Design coreabc_ram_loader, sky130hd; sources not shown.
==> images/final_clocks.png <==
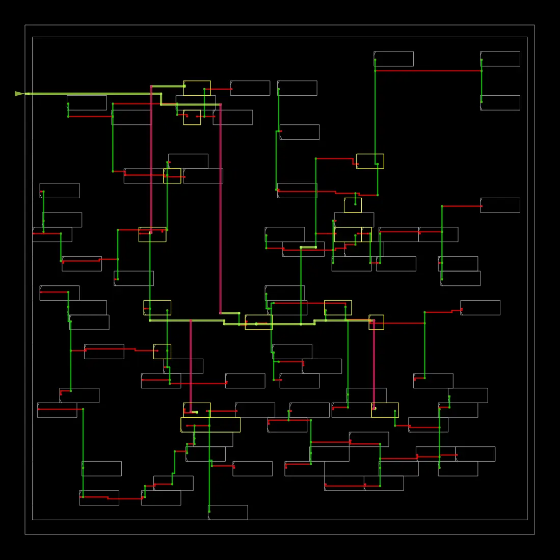
CTS Buf Count: 9
flip-flops: 71
power in the clock group: 0.912 mW
clk_lat worst skew: 0.35 ns

==> images/cell_classes.png <==
Drawn at 4 px/µm. Fill, decap, tap and diode cells in gray.
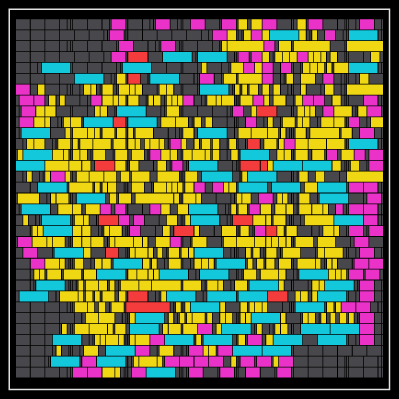
Key: clock drivers and dummy loads = red [cells 16]; other buffers and delay cells = magenta [cells 108]; flip-flops = cyan [cells 71]; all other logic = yellow [cells 400]
Rows: 33
core area: 8258 µm²
Design Area, Final: 5385 µm²
flop share of the area: 26.42%

==> images/met2.png <==
Drawn at 4 px/µm.
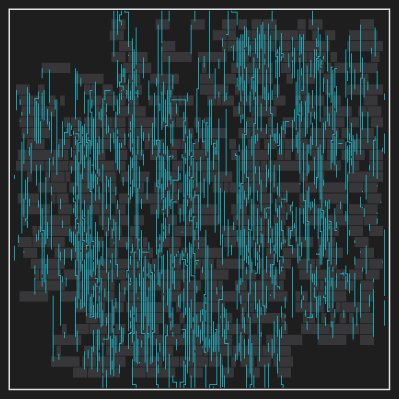
The longest straight run is 29.1 µm. 548 nets have wire on it. The layer carries 5130 µm of wire. The wires run mostly vertical.
vias: 3888
met2 Resource Use GR: 40.71%
final WL: 10.47 mm

==> images/port_nets.png <==
Drawn at 4 px/µm.
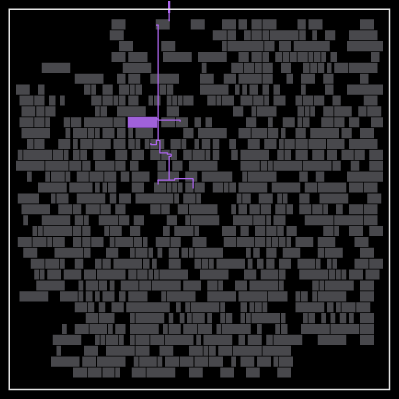
Key: s_ready_o = purple [bits 1, direction output, edge top, end cells 1, buffers 1, wire 67.8 µm]
I/O Buffers: 70
IO Pins: 71

==> results_slide.txt <==
Implementation Results

Clock tree
  • Root Driver: clkbuf_8
  • Post-CTS Setup Bufs: 0
  • CTS tree: yes
  • CTS Buffer Depth: 2

STA
  • Min Tclk post-route: 2.540 ns
  • Setup ws final: 0.05974 ns
  • RSZ-0062 raised after global routing: yes
  • Worst hold slack: 0.2195 ns
  • Final Hold Fails: 0
  • Max-slew violation count: 0

Worst setup path
  • WS Path Type: reg2reg
  • Reg2reg setup slack: between 0.05 and 0.06 ns
  • Worst Path Max Fanout: 3

Min path
  • Hold path cells: 4

Floorplanning
  • Initial Util: 49.95%
  • Die ar.: 8969 µm²

Cells and area
  • Flop area: 1423 µm²
  • MI comb cells: 384
  • Largest class: logic gates
  • Non-clock buffers: 108
  • Util after Layout: between 60% and 70%
  • Non-clk invs: 16
  • Comb/total area: 48.07%
  • Clk tree area frac: 3.741%

Placed design
  • Gpl congestion: 0.8760
  • Placed cell count: 684
  • Pre-CTS setup slack: -0.2683 ns
  • DPL Wire Length: 7.690 mm

Logic synthesis
  • Yosys aoi share: a little under a fifth
  • Syn nets: 557
  • Top-count cell post-synth: dfxtp_1
  • Top cell area share: ~34%
  • YS warnings: 0
  • Number of synthesized register bits: between 70 and 80
  • Yosys adder share: around 8.1%
  • Yosys xor share: 8.220%
  • Synth cell count leaders: dfxtp_1 (71), nand2_1 (65), nor2_1 (57), a21oi_1 (41), ha_1 (22)
  • Mux area share: 3.033%

Power
  • Part of the power in registers: between 40 and 50%
  • Peak VDD IR: around 0.00031 V

Route
  • Vias per Instance: 5.554
  • Avg WL per Cell: between 10 and 15 µm

Global route
  • M1 GR Usage: 31.00%
  • Largest net degree at the start of global routing: 58

Status
  • Outcome: finished, final reports clean

Run
  • Max Cap Viol: 0
[power groups by stage]
| stage | clock network, mW | logic [mW] | registers, mW |
|---|---|---|---|
| 6_report | 0.912 | 0.438 | 1.16 |
| 5_1_grt | 0.983 | 0.478 | 1.17 |
| 4_1_cts | 0.939 | 0.438 | 1.16 |
| 3_5_place_dp | 0 | 0.435 | 1.19 |
| 3_3_place_gp | 0 | 0.427 | 1.19 |
| 2_1_floorplan | 0 | 0.246 | 1.21 |
[cell usage in the layout (no fill, tap or decap), types with 4 or more instances in the layout]
master / synthesis / layout
a311oi_1: 6 / 6
nand2_1: 65 / 65
a31oi_1: 5 / 5
a22oi_1: 7 / 7
nor3_1: 13 / 13
xnor2_1: 17 / 17
mux2i_1: 11 / 11
clkdlybuf4s50_1: 0 / 69
a21o_1: 4 / 4
nand3_1: 9 / 9
ha_4: 0 / 5
o21ai_0: 14 / 14
clkbuf_8: 0 / 9
and3_1: 6 / 6
nor4_1: 6 / 6
nor2_1: 57 / 57
a211o_1: 4 / 4
xor2_1: 18 / 18
nand3b_1: 7 / 7
and2_1: 12 / 11
nand4_1: 7 / 7
inv_1: 16 / 16
buf_4: 4 / 38
a21oi_1: 41 / 41
ha_1: 22 / 17
dfxtp_1: 71 / 70
[timing repair]
item	4_1_cts	5_1_grt
endpoints found under the setup margin	1	1
pin swaps	0	1
gates resized	3	7
[layer usage]
layer  part of all wire, %  vias to the layer above  routed length (µm)
met2                    49                      101                5129
met3                   4.5                       16                 469
met4                   1.7                        0                 180
li1                      -                     1939                   -
met5                     0                        -                   0
met1                    45                     1832                4691
[critical path, cell delays in order (launching register included)]
cell and delay (ns):
dfxtp_2 0.34, and2_1 0.14, ha_1 0.21, fa_1 0.52, xnor2_1 0.14, nand3_1 0.09, or4_1 0.48, o41a_1 0.41
No activity file was given, so power comes from the tool's default toggle rates.
